===== src/rtl/cache_control.sv =====
// Control FSM for a 2-way set-associative L1 cache: zero-wait hits, dirty-victim
// write-back and line allocate, plus wrapping hit/miss counters for debug.
module cache_control #(
  parameter int unsigned CNT_WIDTH = 16
) (
  input  logic                 clk,
  input  logic                 rst_n,
  input  logic                 mem_read,
  input  logic                 mem_write,
  output logic                 mem_resp,
  output logic                 pmem_read,
  output logic                 pmem_write,
  input  logic                 pmem_resp,
  input  logic                 hit,
  input  logic                 access1,
  input  logic                 access2,
  input  logic                 lru_out,
  input  logic                 dirty_out,
  output logic                 write_back,
  output logic                 write1,
  output logic                 write2,
  output logic                 load_dbit1,
  output logic                 load_dbit2,
  output logic                 load_lru,
  output logic                 set_dbit,
  output logic                 set_lbit,
  output logic                 set_vbit,
  output logic                 load_vbit1,
  output logic                 load_vbit2,
  output logic                 load_data1,
  output logic                 load_data2,
  output logic                 load_tag1,
  output logic                 load_tag2,
  output logic                 data_sel,
  output logic                 phys_sel,
  output logic [CNT_WIDTH-1:0] hit_count,
  output logic [CNT_WIDTH-1:0] miss_count
);

  localparam logic [1:0] IDLE      = 2'd0;
  localparam logic [1:0] WRITEBACK = 2'd1;
  localparam logic [1:0] ALLOCATE  = 2'd2;

  logic [1:0] state, next_state;
  logic       req, hit_evt, miss_evt;

  assign req = mem_read | mem_write;

  always_ff @(posedge clk) begin
    if (!rst_n) begin
      state      <= IDLE;
      hit_count  <= '0;
      miss_count <= '0;
    end else begin
      state <= next_state;
      if (hit_evt)  hit_count  <= hit_count + CNT_WIDTH'(1);
      if (miss_evt) miss_count <= miss_count + CNT_WIDTH'(1);
    end
  end

  // Strobes are forced low while reset is held so no array is touched then.
  always_comb begin
    next_state = state;
    hit_evt    = 1'b0;
    miss_evt   = 1'b0;
    mem_resp   = 1'b0;
    pmem_read  = 1'b0;
    pmem_write = 1'b0;
    write_back = 1'b0;
    write1     = 1'b0;
    write2     = 1'b0;
    load_dbit1 = 1'b0;
    load_dbit2 = 1'b0;
    load_lru   = 1'b0;
    set_dbit   = 1'b0;
    set_lbit   = 1'b0;
    set_vbit   = 1'b0;
    load_vbit1 = 1'b0;
    load_vbit2 = 1'b0;
    load_data1 = 1'b0;
    load_data2 = 1'b0;
    load_tag1  = 1'b0;
    load_tag2  = 1'b0;
    data_sel   = 1'b0;
    phys_sel   = 1'b0;
    if (rst_n) begin
      case (state)
        IDLE: begin
          if (req) begin
            if (hit) begin
              mem_resp = 1'b1;
              load_lru = 1'b1;
              set_lbit = access1;
              hit_evt  = 1'b1;
              if (mem_write) begin
                write1     = access1;
                write2     = access2;
                load_dbit1 = access1;
                load_dbit2 = access2;
                set_dbit   = 1'b1;
              end
            end else begin
              miss_evt   = 1'b1;
              next_state = dirty_out ? WRITEBACK : ALLOCATE;
            end
          end
        end
        WRITEBACK: begin
          pmem_write = 1'b1;
          write_back = 1'b1;
          phys_sel   = lru_out;
          data_sel   = lru_out;
          if (pmem_resp) next_state = ALLOCATE;
        end
        ALLOCATE: begin
          pmem_read = 1'b1;
          if (pmem_resp) begin
            load_data1 = ~lru_out;
            load_tag1  = ~lru_out;
            load_vbit1 = ~lru_out;
            load_dbit1 = ~lru_out;
            load_data2 = lru_out;
            load_tag2  = lru_out;
            load_vbit2 = lru_out;
            load_dbit2 = lru_out;
            set_vbit   = 1'b1;
            set_dbit   = 1'b0;
            next_state = IDLE;
          end
        end
        default: next_state = IDLE;
      endcase
    end
  end

endmodule


===== config.mk =====
export PLATFORM = sky130hd
export DESIGN_NAME = cache_control
export DESIGN_NICKNAME = d
export VERILOG_FILES = /design/src/rtl/cache_control.sv
export SDC_FILE = /design/constraint.sdc
export NUM_CORES = 1
export LEC_CHECK = 0
export CORE_ASPECT_RATIO = 0.8
export CORE_MARGIN = 8
export CORE_UTILIZATION = 30
export DETAILED_ROUTE_END_ITERATION = 16
export PLACE_DENSITY = 0.59
export SYNTH_ARGS = -nofsm -noshare
export SYNTH_HDL_FRONTEND = slang
export SYNTH_SLANG_ARGS = --single-unit

===== constraint.sdc =====
create_clock -name clk -period 2.2 [get_ports clk]
set_input_delay 0.33 -clock clk [delete_from_list [all_inputs] [get_ports clk]]
set_output_delay 0.33 -clock clk [all_outputs]
set_load 0.1 [all_outputs]

==> run summary, run 1 <==
Entry: Yosys synthesis followed by OpenROAD place and route.

Route:
- The run puts the routed length per instance at 14.4 µm.
- For this run, the detailed router reports a per-instance via density of 4.96.
- The run puts the detailed-route via count at 1,826.
- The count of nets left with antenna violations once routing finished came out at 0.
- According to the report, the first pass of detailed routing completed in 4 iterations.
- The run gives the aggregate routed wire length as 5.32 mm.
- The run gives the number of violations reported at the end of detailed-routing iteration 0 as 39.
- The run puts the total DRC errors in the routed layout at 0.

Finish:
- The layout summary lists the proportion of cells stronger than drive strength 1 as 0.404.
- The run puts the area growth from synthesis to final layout at 60.8%.
- According to the finish report, the design has a final net count of 298.
- Fill cells in the final layout number 567.
- The run gives the diode insertion count for antenna repair as 0.
- The run gives the design area as 2880 µm².
- The run puts the utilization of the core after routing at 0.492.

STA:
- The run puts the final max-slew violation count at 0.
- The run gives the shortest clock period the worst path allows after layout as 2120 ps.
- Setup repair after global routing left no endpoint under its margin.
- The final layout reports a setup TNS of 0 ps.
- The final report lists the setup-violating endpoint count as 0.
- The run puts the worst clock skew on the final layout at 10.8 ps.
- Across all setup checks in the final design, the least slack found is 84.7 ps.
- The run puts the share of the cycle needed by the critical path after routing at 0.962.
- The run puts the peak clock frequency supported by timing at 0.473 GHz.
- The run puts the number of endpoints with negative hold slack in the final report at 0.
- The run gives the relative max-transition margin as 0.752.
- The run gives the minimum hold slack as 480 ps.
- For the pin with the worst max-slew slack, the measured transition is 369 ps.

Floorplanning:
- The floorplan step set the die height to 85.1 µm.
- The run gives the floorplan row count as 25.
- Measured along the x axis, the die boundary spans 102 µm.
- The run gives the core outline area as 5850 µm².
- The run gives the starting density of the core as 0.306.
- The run puts the chip area at 8700 µm².
- The run puts the number of top-level design ports at 62.

Yosys:
- Sorting the Yosys area breakdown by cell type puts at the top sky130_fd_sc_hd__dfxtp_1.
- The run gives the total of warnings raised by yosys as 0.
- The run gives the post-synthesis sequential area ratio as 0.381.
- The run gives the number of library cell types mapped by synthesis as 38.
- The synthesized netlist occupies a cell area of 1790 µm².
- The run gives the cell count in the Yosys report as 213.
- Of all flip-flops after synthesis, the portion carrying an async set or reset was 0.
- The average instance in the mapped netlist occupies 8.39 µm².
- The synthesis report names the predominant flop master as sky130_fd_sc_hd__dfxtp_1.
- By area the synthesized netlist is led by sky130_fd_sc_hd__dfxtp_1, sky130_fd_sc_hd__or4_1, sky130_fd_sc_hd__nor2_1, sky130_fd_sc_hd__nand3_1, sky130_fd_sc_hd__nand4_1.
- The run gives the number of storage elements in the synthesis netlist as 34.
- The run puts the chip area estimate from yosys synthesis at 1790 µm².
- Ranked by instance count, the synthesized netlist is headed by sky130_fd_sc_hd__dfxtp_1, sky130_fd_sc_hd__nor2_1, sky130_fd_sc_hd__nand3_1, sky130_fd_sc_hd__nand2_1, sky130_fd_sc_hd__or4_1.
- Yosys instantiated no cell more often than sky130_fd_sc_hd__dfxtp_1.
- The run gives the area share of the leading cell type in the synthesized netlist as 0.381.
- The run puts the post-synth net total at 225.
- The run puts the number of enable flip-flop cells at 0.
- The run puts the instance tally after logic synthesis at 213.

Clock network:
- The run puts the worst-skew pair later-pin latency at 290 ps.
- CTS saw 34 sinks.
- The run gives the clock tree from TritonCTS as yes.
- The H-tree was split into 2 levels.
- The tree is rooted in a sky130_fd_sc_hd__clkbuf_8.
- The run gives the clock-pin slew on the worst setup and hold paths as 80 ps.
- Buffers inserted to repair hold after CTS numbered 0.
- The run gives the maximum clock path buffer count as 2.
- The run gives the number of clock buffers inserted by TritonCTS as 5.

Global route:
- The run gives the total track usage as 0.122.
- The run puts the wire length of the first global-routing pass at 8.56 mm.
- The run puts the initial antenna violation count at 0.
- The run gives the largest net degree at the start of global routing as 24.
- The run gives the total overflow reported by the global router as 0.
- The run puts the number of global-route vias before repair at 1,694.

Power:
- The run puts the largest voltage drop on the vdd net at 0.209 mV.
- The script extracted a total leakage power of 1.16 nW.
- The run gives the power per cell area as 507 nW/µm².

Setup path:
- The run puts the stage delay of the slowest cell on the critical path at 420 ps.
- The critical path is of the in2out type.
- The critical path goes through clkdlybuf4s50_1 > buf_4 > or2_2 > nand3_1 > nor2_4 > and2_4 > buf_12.
- The data required time reported for the critical path is 1870 ps.
- The run gives the cell type of the slowest stage on the worst timing path as sky130_fd_sc_hd__clkdlybuf4s50_1.
- In this run the worst path has a maximum fanout of 3.
- STA classifies the critical path endpoint as an output pin.
- The critical path contains buffers and inverters numbering 3 combined.
- STA classifies the critical path startpoint as a primary input.
- The run gives the dominant delay contributor by cell family on the critical path as simple AND/OR/NAND/NOR gates.
- The run puts the critical path data arrival time at 1790 ps.

Placement:
- In the placement report, post-DP HPWL is listed as 4.19 mm.
- As logged by OpenROAD, the buffers inserted on ports number 61.
- The run puts the global placement routability congestion at 0.778.
- The placement stage leaves a total instance area of 2780 µm².
- Per the post-place timing report, worst setup slack is -116 ps.

Flow run:
- The run puts the number of logged tool warnings at 27.
- The run puts the total of max-cap violations at 0.

Status:
- The run finished with clean final reports.

Worst hold path:
- The type recorded for the worst min-delay path is reg2reg.
run 1: where the power goes:
part           internal [mW]  switching [mW]  total (mW)
clock network          0.252           0.231       0.483
logic                  0.115           0.220       0.335
registers              0.627          0.0129       0.640
run 1: per-layer routing:
metal / track usage / vias up / part of all wire
met5: 0 / - / 0
met4: 0.0372 / 0 / 0
met3: 0.0417 / 0 / 0.081
met2: 0.184 / 64 / 0.43
met1: 0.159 / 846 / 0.49
li1: - / 916 / -
run 1: flip-flops by register name, indices dropped and copies added, names as in the netlist:
register	cells
hit_count	16
miss_count	16
state	2
run 1: cell type report:
class,instances,area (µm²),area share
Multi-Input combinational cell,156,1040,0.361
Timing Repair Buffer,83,902,0.314
Sequential cell,34,701,0.244
Tap cell,81,101,0.0352
Clock buffer,6,82.6,0.0287
Inverter,6,38.8,0.0135
Clock inverter,2,11.3,0.00392
run 1: worst min-delay path, delay by kind of cell, from the launching register on:
kind	cells	cell delay, ps
DFF	1	330
muxes	1	50
and+or+nand+nor	1	50
run 1: what timing repair did:
action	CTS	global route
setup endpoints to repair	0	4
setup buffers	0	0
gates resized	0	2
run 1: worst paths after layout:
path,start,to,slack (ps),depth (start not counted)
worst max register to register,state[1],hit_count[15],210,4
worst max-delay path,mem_write,set_lbit,80,7
worst min-delay path,miss_count[15],miss_count[15],480,2
worst min register to register,miss_count[15],miss_count[15],480,2
run 1: cells by family after synthesis:
logic type               share of synthesized area
AND/OR/NAND/NOR                              0.336
adder cells (fa/ha/maj)                     0.0140
AND-OR/OR-AND                                0.105
flip-flops                                   0.381
multiplexers                                0.0336
buffers and inverters                       0.0770
XOR/XNOR                                    0.0539
run 1: metrics by stage:
| step | std cells | total power [mW] |
|---|---|---|
| CTS | 368 | 1.48 |
| global route | 368 | 1.52 |
| global placement | 360 | 0.988 |
| floorplan | 213 | 0.874 |
| detailed placement | 360 | 0.992 |
| finish | 368 | 1.46 |
run 1: layout by cell type, fill, tap and decap left out, types with 3 or more instances in the layout:
cell / synthesis / final
sky130_fd_sc_hd__buf_4: 7 / 53
sky130_fd_sc_hd__dfxtp_1: 34 / 20
sky130_fd_sc_hd__buf_12: 0 / 20
sky130_fd_sc_hd__nor2_1: 23 / 19
sky130_fd_sc_hd__nand3_1: 16 / 16
sky130_fd_sc_hd__dfxtp_2: 0 / 13
sky130_fd_sc_hd__or4_1: 12 / 12
sky130_fd_sc_hd__nand2_1: 14 / 12
sky130_fd_sc_hd__nand4_1: 11 / 11
sky130_fd_sc_hd__a21oi_1: 10 / 10
sky130_fd_sc_hd__clkdlybuf4s50_1: 0 / 8
sky130_fd_sc_hd__o31ai_1: 7 / 7
sky130_fd_sc_hd__mux2i_1: 6 / 6
sky130_fd_sc_hd__xor2_1: 6 / 6
sky130_fd_sc_hd__clkbuf_8: 0 / 6
sky130_fd_sc_hd__nor4_1: 5 / 5
sky130_fd_sc_hd__xnor2_1: 5 / 5
sky130_fd_sc_hd__nand2b_1: 5 / 5
sky130_fd_sc_hd__nor2_4: 0 / 4
sky130_fd_sc_hd__and2_4: 0 / 4
sky130_fd_sc_hd__inv_1: 6 / 4
sky130_fd_sc_hd__and3_1: 3 / 3
sky130_fd_sc_hd__o211ai_1: 3 / 3
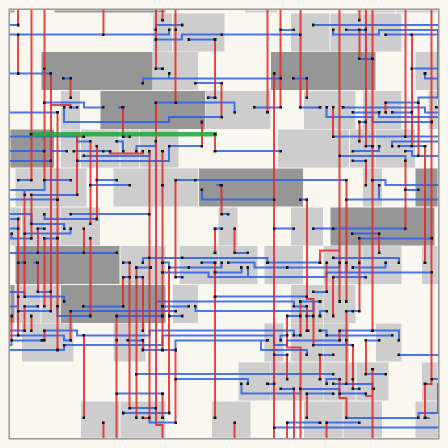
Figure 1: run 1, close-up of the layout.
Window x 36 to 66, y 11 to 41 µm. Cells in grey, sequential cells in the stronger grey; small squares are vias.
- red: met2
- blue: met1
- green: met3
- cells with their middle in the window: 61
- netlist names of flops here include: hit_count (5)
- sequential cells in the window: 7
- most frequent: buf_4 (7), nand2_1 (6), dfxtp_1 (6)

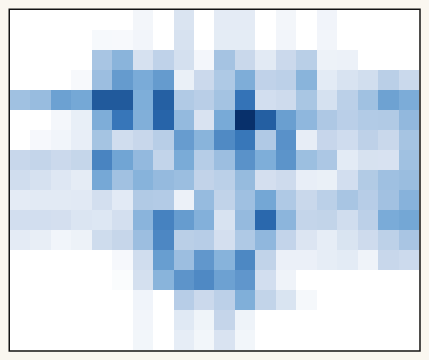
Figure 2: run 1, signal metal coverage by tile.
Drawn at 4 px/µm. 20 x 17 tiles, from white (low) to dark blue (high), scaled to the fullest tile. Values are wire area over tile area, all layers added.
- fullest tile: 0.45
- mean over tiles: 0.098
- densest ninth of the die: centre
- tiles over half the peak: 11%
- emptiest ninth of the die: lower left

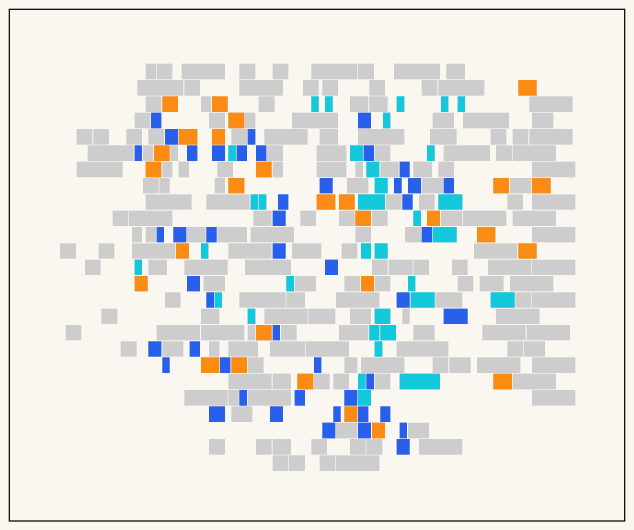
Figure 3: run 1, gate families picked out.
Drawn at 6 px/µm.
- blue: NAND gates (cells 47)
- orange: AND and OR gates (cells 28)
- cyan: NOR gates (cells 34)

==> inputs of run 2 (changes only) <==
- GPL_TIMING_DRIVEN: unset -> 0
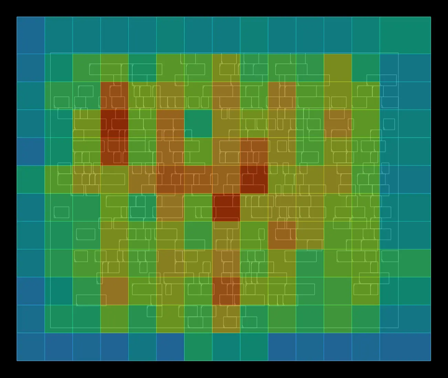
Figure 4: run 2, congestion heat map.
met2 track demand over resource in global routing: 0.173
routed wirelength normalized by instance count: 14.6 µm

==> run 2 against run 1 <==
Against the previous run: synthesized cell count unchanged; hold slack improved by 3.1 ps; final area shrank 6.7%; power is 3.5% lower; area after synthesis unchanged; largest power group unchanged.
==> run summary, run 2 <==
Entry: Yosys synthesis followed by OpenROAD place and route.

Status:
- Run status: finished, final reports clean (unchanged).

Floorplanning:
- The run puts the starting density of the core at 0.306 (unchanged).
- The run puts the number of top-level design ports at 62 (unchanged).
- The die boundary width is 102 µm (unchanged).
- The chip area came to 8700 µm² (unchanged).
- The core outline area was 5850 µm² (unchanged).
- The floorplan die height came to 85.1 µm (unchanged).
- The run puts the floorplan row count at 25 (unchanged).

Global route:
- The run gives the initial antenna violation count as 0 (unchanged).
- The wire length of the first global-routing pass is 8.28 mm (was 8.56 mm).
- The run puts the total overflow reported by the global router at 0 (unchanged).
- The run gives the total track usage as 0.120 (was 0.122).
- The number of global-route vias before repair came to 1,701 (was 1,694).
- The run puts the largest net degree at the start of global routing at 11 (was 24).

Clock network:
- The run gives the clock-pin slew on the worst setup and hold paths as 70 ps (was 80 ps).
- The run gives the maximum clock path buffer count as 2 (unchanged).
- The run puts the number of clock sinks seen by CTS at 34 (unchanged).
- The clock tree from TritonCTS is yes (unchanged).
- The cell chosen for the clock root was sky130_fd_sc_hd__clkbuf_8 (unchanged).
- The run puts the number of clock buffers inserted by TritonCTS at 5 (unchanged).
- The run puts the H-tree level count at 2 (unchanged).
- The worst-skew pair later-pin latency came to 280 ps (was 290 ps).

Yosys:
- The chip area estimate from yosys synthesis was 1790 µm² (unchanged).
- Synth cell count leaders: sky130_fd_sc_hd__dfxtp_1, sky130_fd_sc_hd__nor2_1, sky130_fd_sc_hd__nand3_1, sky130_fd_sc_hd__nand2_1, sky130_fd_sc_hd__or4_1 (unchanged).
- The run gives the most common cell in the synthesized netlist as sky130_fd_sc_hd__dfxtp_1 (unchanged).
- The run gives the cell area after technology mapping as 1790 µm² (unchanged).
- The run puts the synthesized area divided by synthesized cell count at 8.39 µm² (unchanged).
- The cell type contributing the most total cell area after synthesis is sky130_fd_sc_hd__dfxtp_1 (unchanged).
- The instance tally after logic synthesis came to 213 (unchanged).
- The run puts the post-synthesis sequential area ratio at 0.381 (unchanged).
- The run gives the area share of the leading cell type in the synthesized netlist as 0.381 (unchanged).
- The run gives the number of enable flip-flop cells as 0 (unchanged).
- The number of library cell types mapped by synthesis was 38 (unchanged).
- The run gives the post-synth net total as 225 (unchanged).
- The cell count in the Yosys report was 213 (unchanged).
- Main area contributors after synthesis: sky130_fd_sc_hd__dfxtp_1, sky130_fd_sc_hd__or4_1, sky130_fd_sc_hd__nor2_1, sky130_fd_sc_hd__nand3_1, sky130_fd_sc_hd__nand4_1 (unchanged).
- The run gives the total of warnings raised by yosys as 0 (unchanged).
- The dominant register cell was sky130_fd_sc_hd__dfxtp_1 (unchanged).
- The run gives the number of storage elements in the synthesis netlist as 34 (unchanged).
- The async set-reset flop share out of synthesis was 0 (unchanged).

Setup path:
- The number of buffer and inverter instances along the worst setup path is 1 (was 3).
- The startpoint kind of the worst setup timing path was a flip-flop (was primary input).
- The category of the critical setup timing path is reg2out (was in2out).
- The run gives the cell type of the slowest stage on the worst timing path as sky130_fd_sc_hd__clkdlybuf4s50_1 (unchanged).
- The run puts the required time reported for the critical path endpoint at 1870 ps (about the same).
- The run puts the largest driver fanout on the critical path at 5 (was 3).
- The run gives the kind of end point of the critical path as an output pin (unchanged).
- Worst-path cell chain: clkdlybuf4s50_1 (was clkdlybuf4s50_1 > buf_4 > or2_2 > nand3_1 > nor2_4 > and2_4 > buf_12).
- The run puts the stage delay of the slowest cell on the critical path at 1160 ps (was 420 ps).
- The run gives the critical path data arrival time as 1830 ps (was 1790 ps).
- The dominant delay contributor by cell family on the critical path is buffers and inverters (was simple AND/OR/NAND/NOR gates).

Power:
- The run gives the leakage dissipation as 1.11 nW (was 1.16 nW).
- The power per cell area came to 525 nW/µm² (was 507 nW/µm²).
- The run puts the sequential power share at 0.456 (was 0.439).
- The share of power burned in combinational logic was 0.209 (was 0.230).
- The run gives the largest voltage drop on the vdd net as 0.287 mV (was 0.209 mV).
- The clock share of power was 0.335 (was 0.332).
- The run puts the internal power of the cells at 961 µW (was 994 µW).
- The switching power is 446 µW (was 464 µW).
- The switching power as a share of total power was 0.317 (was 0.318).
- The run gives the final total power as 1.41 mW (was 1.46 mW).

Placement:
- The cell total after placement came to 354 (was 360).
- The run gives the post-detailed-placement half-perimeter wirelength as 4.02 mm (was 4.19 mm).
- The global placement routability congestion is 0.754 (was 0.778).
- The run gives the instance area at placement as 2610 µm² (was 2780 µm²).
- The count of input and output buffers is 60 (was 61).

STA:
- The run gives the final max-slew violation count as 0 (unchanged).
- The worst clock skew on the final layout came to 2.80 ps (was 10.8 ps).
- The number of endpoints with negative hold slack in the final report is 0 (unchanged).
- The run puts the total of endpoints with negative setup slack in the final report at 0 (unchanged).
- The relative max-transition margin came to 0.318 (was 0.752).
- The actual slew at the worst max-slew pin is 1020 ps (was 369 ps).
- RSZ-0062 raised after global routing: false (unchanged).
- The run puts the peak clock frequency supported by timing at 0.463 GHz (was 0.473 GHz).
- The run gives the share of the cycle needed by the critical path after routing as 0.981 (was 0.962).
- The run puts the shortest clock period the worst path allows after layout at 2160 ps (was 2120 ps).

Route:
- The run puts the mean number of vias per cell at 4.97 (was 4.96).
- The run gives the count of TritonRoute iterations in the first routing pass as 4 (unchanged).
- The run gives the number of violations reported at the end of detailed-routing iteration 0 as 99 (was 39).
- The total DRC errors in the routed layout is 0 (unchanged).
- The run gives the aggregate routed wire length as 5.25 mm (was 5.32 mm).
- The run gives the post-route antenna net violation count as 0 (unchanged).
- The run gives the detailed-route via count as 1,788 (was 1,826).

Flow run:
- The number of logged tool warnings is 27 (unchanged).
- The total of max-cap violations was 0 (unchanged).

Finish:
- Top Layout Cells: sky130_fd_sc_hd__clkdlybuf4s50_1, sky130_fd_sc_hd__dfxtp_1, sky130_fd_sc_hd__nor2_1 (was sky130_fd_sc_hd__buf_4, sky130_fd_sc_hd__dfxtp_1, sky130_fd_sc_hd__buf_12).
- The run gives the proportion of layout cells with a drive suffix above 1 as 0.272 (was 0.404).
- The run gives the most common cell after layout, fill and taps aside as sky130_fd_sc_hd__clkdlybuf4s50_1 (was sky130_fd_sc_hd__buf_4).
- The number of non-filler instances in the completed layout is 360 (was 368).
- The design area was 2680 µm² (was 2880 µm²).
- The area growth from synthesis to final layout came to 50.0% (was 60.8%).
- Largest registers in the final layout: hit_count x16, miss_count x16, state x2 (unchanged).
- The run puts the diode insertion count for antenna repair at 0 (unchanged).
- The run puts the number of nets in the finished design at 290 (was 298).

Worst hold path:
- The run gives the path type of the worst min-delay path as reg2reg (unchanged).
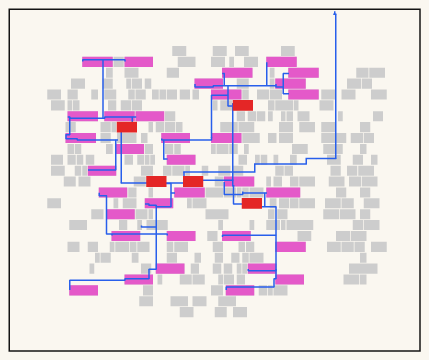
Figure 5: run 2, clock network drawn from the DEF.
Drawn at 4 px/µm.
- blue: clock wires (length 485 µm)
- red: cells driving clock nets (count 5)
- magenta: flip-flops (count 34)
- routed clock nets: 6

-- run 2: cell types whose count changed in the layout (fill, tap and decap cells not counted), sizes merged --
cell           delta
buf              -52
clkbuf            +5
clkdlybuf4s15     +8
clkdlybuf4s50    +19
dlygate4sd2       +9
dlymetal6s2s      +4
inv               -1
-- run 2: final cells by class --
cell class | count | area (µm²)
fill | 618 | 3170
multi-input combinational | 156 | 1050
sequential | 34 | 702
timing repair buffer | 60 | 574
buffer | 15 | 125
tap | 81 | 101
clock buffer | 7 | 86.3
inverter | 6 | 38.8
clock inverter | 1 | 5.00
-- run 2: cell families after synthesis --
logic type | synth area share
xor+xnor | 0.0539
compound gates | 0.105
mux | 0.0336
simple gates | 0.336
fa+ha+maj | 0.0140
flops | 0.381
buf+inv | 0.0770
-- run 2: repair_timing --
action,4_1_cts,5_1_grt
hold buffers,0,0
endpoints found under the setup margin,35,12
gates resized,104,7
setup buffers,0,0
-- run 2: power groups by stage --
| stage | Clock, mW | Combinational [mW] | Sequential, mW |
|---|---|---|---|
| after floorplan | 0 | 0.165 | 0.710 |
| after global placement | 0 | 0.296 | 0.654 |
| after detailed placement | 0 | 0.299 | 0.655 |
| after CTS | 0.487 | 0.297 | 0.640 |
| after global routing | 0.515 | 0.309 | 0.643 |
| final | 0.472 | 0.294 | 0.641 |
-- run 2: per-layer routing --
metal  GRT usage  share of wire
met2       0.173           0.41
met3      0.0417          0.081
met4      0.0399          0.010
met1       0.160           0.50
met5           0              0
-- run 2: final timing paths --
kind | cells after the start | startpoint | slack, ps | end
worst max-delay path | 1 | miss_count[5] | 40 | miss_count[5]
worst min-delay path | 2 | miss_count[15] | 480 | miss_count[15]
worst max register to register | 6 | state[0] | 120 | miss_count[11]
worst min register to register | 2 | miss_count[15] | 480 | miss_count[15]
-- run 2: through the flow --
stage	utilization	hold slack, ps	setup TNS [ps]	worst slack, ps
after floorplan	-	484	-2180	-420
after global placement	0.446	469	-23070	-1380
after detailed placement	0.446	477	-23490	-1360
after CTS	0.456	494	0	3.53
after global routing	0.459	520	0	1.42
final	0.459	483	0	40.8
==> inputs of run 3 (changes only) <==
- clock period: 2.2 -> 2.7 ns (I/O delays scaled with it)
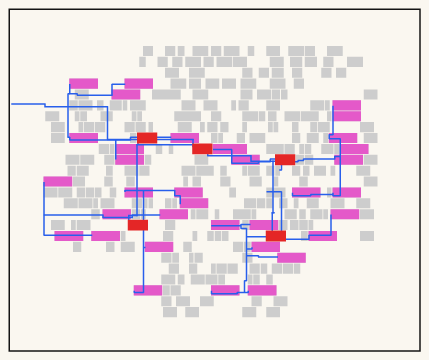
Figure 6: run 3, clock network drawn from the DEF.
Drawn at 4 px/µm.
- magenta: flip-flops (count 34)
- blue: clock wires (length 475 µm)
- red: cells driving clock nets (count 5)
- routed clock nets: 6

==> run 3 against run 2 <==
Against the previous run: flip-flop count did not move; power decreased by 19%; critical path depth increased by 5; final area is 1.4% lower; final cell count rose by 0.56%; wire length shrank 2.7%; largest power group unchanged.
==> run summary, run 3 <==
Entry: Yosys synthesis followed by OpenROAD place and route.

Status:
- Run status: finished, final reports clean (unchanged).

Clock network:
- The clock tree from TritonCTS was yes (unchanged).
- The worst-skew pair later-pin latency is 280 ps (about the same).
- The H-tree level count came to 2 (unchanged).
- The run puts the post-CTS repair timing setup buffer count at 0 (unchanged).
- The run gives the cell chosen for the clock root as sky130_fd_sc_hd__clkbuf_8 (unchanged).
- The maximum clock path buffer count is 2 (unchanged).
- The run gives the number of clock sinks seen by CTS as 34 (unchanged).
- The number of clock buffers inserted by TritonCTS was 5 (unchanged).
- The run puts the clock-pin slew on the worst setup and hold paths at 70 ps (about the same).

Yosys:
- The run puts the number of storage elements in the synthesis netlist at 34 (unchanged).
- The most common cell in the synthesized netlist was sky130_fd_sc_hd__dfxtp_1 (unchanged).
- The area share of the leading cell type in the synthesized netlist came to 0.381 (unchanged).
- The number of library cell types mapped by synthesis is 38 (unchanged).
- The run gives the mux share of post-synthesis cell area as 0.0336 (unchanged).
- The run puts the chip area estimate from yosys synthesis at 1790 µm² (unchanged).
- The run puts the instance tally after logic synthesis at 213 (unchanged).
- The run gives the XOR/XNOR share of the synthesized area as 0.0539 (unchanged).
- The run puts the async set-reset flop share out of synthesis at 0 (unchanged).
- Main area contributors after synthesis: sky130_fd_sc_hd__dfxtp_1, sky130_fd_sc_hd__or4_1, sky130_fd_sc_hd__nor2_1, sky130_fd_sc_hd__nand3_1, sky130_fd_sc_hd__nand4_1 (unchanged).
- The post-synth net total was 225 (unchanged).
- The synthesized area divided by synthesized cell count is 8.39 µm² (unchanged).
- The total of warnings raised by yosys was 0 (unchanged).
- The dominant register cell was sky130_fd_sc_hd__dfxtp_1 (unchanged).
- The run gives the simple-gate area share of the yosys netlist as 0.336 (unchanged).
- The run gives the post-synthesis sequential area ratio as 0.381 (unchanged).
- The run gives the share of synthesized cell area in full adder, half adder and majority cells as 0.0140 (unchanged).
- The run gives the share of synthesized cell area in and-or and or-and compound cells as 0.105 (unchanged).
- The run puts the cell area after technology mapping at 1790 µm² (unchanged).
- Synth cell count leaders: sky130_fd_sc_hd__dfxtp_1, sky130_fd_sc_hd__nor2_1, sky130_fd_sc_hd__nand3_1, sky130_fd_sc_hd__nand2_1, sky130_fd_sc_hd__or4_1 (unchanged).
- The cell count in the Yosys report was 213 (unchanged).
- The run puts the number of enable flip-flop cells at 0 (unchanged).
- The main combinational cell family by area after synthesis was simple AND/OR/NAND/NOR gates (unchanged).
- The cell type contributing the most total cell area after synthesis was sky130_fd_sc_hd__dfxtp_1 (unchanged).

Setup path:
- The stage delay of the slowest cell on the critical path came to 810 ps (was 1160 ps).
- The run gives the startpoint kind of the worst setup timing path as a primary input (was flip-flop).
- The startpoint of the lowest-slack register-to-register path is state[0] (unchanged).
- The run gives the path length in cells of the critical path as 6 (was 1).
- The run puts the depth of the worst register-to-register path at 6 (unchanged).
- The end of the worst register-to-register path is hit_count[15] (was miss_count[11]).
- The run gives the dominant delay contributor by cell family on the critical path as buffers and inverters (unchanged).
- The run gives the cell type of the slowest stage on the worst timing path as sky130_fd_sc_hd__clkdlybuf4s15_1 (was sky130_fd_sc_hd__clkdlybuf4s50_1).
- Worst-path cell chain: clkdlybuf4s50_1 > nand2_8 > nor2_4 > nand2_4 > clkinvlp_4 > clkdlybuf4s15_1 (was clkdlybuf4s50_1).
- The run puts the critical path data arrival time at 2220 ps (was 1830 ps).
- The run gives the kind of end point of the critical path as an output pin (unchanged).
- The number of buffer and inverter instances along the worst setup path was 3 (was 1).
- The internal reg-to-reg setup slack was 540 ps (was 120 ps).
- The run puts the required time reported for the critical path endpoint at 2300 ps (was 1870 ps).
- The category of the critical setup timing path was in2out (was reg2out).
- The run puts the largest driver fanout on the critical path at 4 (was 5).

Global route:
- The run gives the wire length of the first global-routing pass as 8.00 mm (was 8.28 mm).
- The run puts the initial antenna violation count at 0 (unchanged).
- The largest net degree at the start of global routing came to 11 (unchanged).
- The total overflow reported by the global router came to 0 (unchanged).
- The run puts the number of global-route vias before repair at 1,590 (was 1,701).

Worst hold path:
- The run gives the path type of the worst min-delay path as reg2reg (unchanged).
- The run puts the depth of the worst hold-timing path at 2 (unchanged).
- The hold path endpoint is miss_count[15] (unchanged).
- The critical hold path startpoint is miss_count[15] (unchanged).

Floorplanning:
- The run puts the floorplan die height at 85.1 µm (unchanged).
- The run gives the chip area as 8700 µm² (unchanged).
- The run puts the core outline area at 5850 µm² (unchanged).
- The run puts the starting density of the core at 0.306 (unchanged).
- The run puts the number of top-level design ports at 62 (unchanged).
- The run puts the die boundary width at 102 µm (unchanged).
- The run gives the floorplan row count as 25 (unchanged).

Placement:
- The global placement routability congestion is 0.760 (was 0.754).
- The instance area at placement came to 2580 µm² (was 2610 µm²).
- The run gives the cell total after placement as 354 (unchanged).
- The count of input and output buffers came to 60 (unchanged).
- The post-detailed-placement half-perimeter wirelength came to 3.89 mm (was 4.02 mm).
- The run puts the pre-CTS setup slack at -999 ps (was -1360 ps).

Power:
- The switching power as a share of total power came to 0.320 (was 0.317).
- The run puts the share of power burned in combinational logic at 0.204 (was 0.209).
- The final total power is 1.14 mW (was 1.41 mW).
- The clock share of power came to 0.340 (was 0.335).
- The run puts the internal power of the cells at 778 µW (was 961 µW).
- The switching power came to 365 µW (was 446 µW).
- The run puts the leakage dissipation at 0.974 nW (was 1.11 nW).
- The run puts the power per cell area at 432 nW/µm² (was 525 nW/µm²).
- The run gives the largest voltage drop on the vdd net as 0.189 mV (was 0.287 mV).
- The run puts the sequential power share at 0.457 (was 0.456).

Finish:
- The number of non-filler instances in the completed layout was 362 (was 360).
- Top Layout Cells: sky130_fd_sc_hd__clkdlybuf4s50_1, sky130_fd_sc_hd__dfxtp_1, sky130_fd_sc_hd__nor2_1 (unchanged).
- The run gives the proportion of layout cells with a drive suffix above 1 as 0.196 (was 0.272).
- The run gives the number of nets in the finished design as 292 (was 290).
- The run gives the design area as 2640 µm² (was 2680 µm²).
- The run gives the most common cell after layout, fill and taps aside as sky130_fd_sc_hd__clkdlybuf4s50_1 (unchanged).
- The diode insertion count for antenna repair is 0 (unchanged).
- Largest registers in the final layout: hit_count x16, miss_count x16, state x2 (unchanged).
- The run puts the area growth from synthesis to final layout at 47.9% (was 50.0%).

Flow run:
- The run gives the number of logged tool warnings as 27 (unchanged).
- The run gives the total of max-cap violations as 0 (unchanged).

Route:
- The run gives the number of violations reported at the end of detailed-routing iteration 0 as 84 (was 99).
- The detailed-route via count came to 1,761 (was 1,788).
- The run puts the aggregate routed wire length at 5.11 mm (was 5.25 mm).
- The count of TritonRoute iterations in the first routing pass was 4 (unchanged).
- The run puts the routed length per instance at 14.1 µm (was 14.6 µm).
- The mean number of vias per cell was 4.86 (was 4.97).
- The run puts the total DRC errors in the routed layout at 0 (unchanged).
- The post-route antenna net violation count came to 0 (unchanged).

STA:
- The run puts the actual slew at the worst max-slew pin at 999 ps (was 1020 ps).
- The run gives the post-layout worst setup margin as 70.5 ps (was 40.8 ps).
- The run puts the final max-slew violation count at 0 (unchanged).
- The run gives the number of endpoints with negative hold slack in the final report as 0 (unchanged).
- The run gives the shortest clock period the worst path allows after layout as 2630 ps.
- The run gives the total of endpoints with negative setup slack in the final report as 0 (unchanged).
- Derived from the worst setup path, the maximum achievable clock frequency is 0.380 GHz.
- The run puts the relative max-transition margin at 0.332 (was 0.318).
- In the finished design, the share of the clock period the worst path needs comes to 0.974.
- RSZ-0062 raised after global routing: false (unchanged).
- The run puts the worst clock skew on the final layout at 7.90 ps (was 2.80 ps).
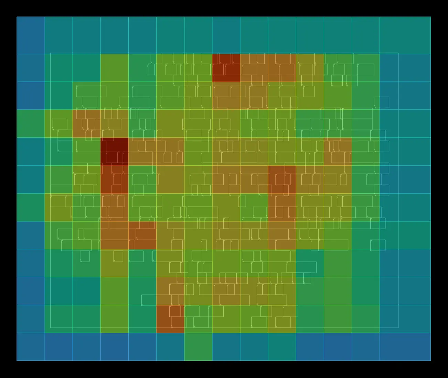
Figure 7: run 3, congestion heat map.
fraction of the core area covered by cells at the end of the flow: 0.452
combined global-route utilization of all metal layers: 0.114
met2 track demand over resource in global routing: 0.172

[run 3: cell count changes in the layout (fill, tap and decap cells not counted), sizes merged]
cell / change
clkdlybuf4s50: +13
dlymetal6s2s: -4
dlygate4sd2: -8
clkdlybuf4s15: +1
buf: -3
clkbuf: +3
[run 3: timing repair]
item | in CTS | in global routing
hold endpoints to repair | 0 | 0
hold buffers | 0 | 0
endpoints found under the setup margin | 20 | 6
gates resized | 76 | 7
pin swaps | 0 | 0
[run 3: final cells by class]
cell class | count | area [µm²]
sequential | 34 | 684
clock inverter | 1 | 5.00
timing repair buffer | 60 | 574
clock buffer | 7 | 86.3
fill | 613 | 3210
buffer | 17 | 116
inverter | 6 | 26.3
tap | 81 | 101
multi-input combinational | 156 | 1050
[run 3: logic make-up (layout without fill, tap and decap cells)]
kind of cell / Yosys count / in the layout
adders and majority gates: 2 / 2
buffers and inverters: 23 / 91
muxes: 6 / 6
DFF: 34 / 34
and+or+nand+nor: 109 / 109
xor gates and xnor gates: 11 / 11
AOI/OAI and AO/OA: 28 / 28
[run 3: power by group through the flow]
stage	Combinational (mW)	Clock, mW	Sequential [mW]
after global routing	0.243	0.414	0.524
after CTS	0.235	0.399	0.522
after global placement	0.238	0	0.534
after floorplan	0.132	0	0.577
final	0.233	0.388	0.522
after detailed placement	0.239	0	0.534
[run 3: worst max path at each step]
stage / startpoint / end / slack (ps)
3_5_place_dp: rst_n / load_dbit1 / -1000
4_1_cts: rst_n / write_back / 2
6_report: rst_n / set_vbit / 70
3_3_place_gp: rst_n / load_dbit1 / -990
5_1_grt: rst_n / load_dbit1 / 4
2_1_floorplan: rst_n / phys_sel / -190
[run 3: worst reg2reg max path, cell delays in order, from the launching register on]
cell	delay, ps
sky130_fd_sc_hd__dfxtp_1	370
sky130_fd_sc_hd__or2_1	260
sky130_fd_sc_hd__buf_6	140
sky130_fd_sc_hd__or4_1	560
sky130_fd_sc_hd__clkbuf_1	240
sky130_fd_sc_hd__o311ai_0	340
sky130_fd_sc_hd__o41ai_1	130
[run 3: per-stage QoR]
stage / hold slack (ps) / setup TNS [ps]
after global routing: 521 / 0
after global placement: 475 / -11500
after CTS: 497 / 0
final: 492 / 0
after floorplan: 559 / -205
after detailed placement: 477 / -11530
[run 3: routing by layer]
layer | part of all wire | track usage
met1 | 0.48 | 0.150
met2 | 0.45 | 0.172
met3 | 0.058 | 0.0376
met4 | 0.0074 | 0.0279
met5 | 0 | 0
Power is estimated from default activity; no workload was simulated.
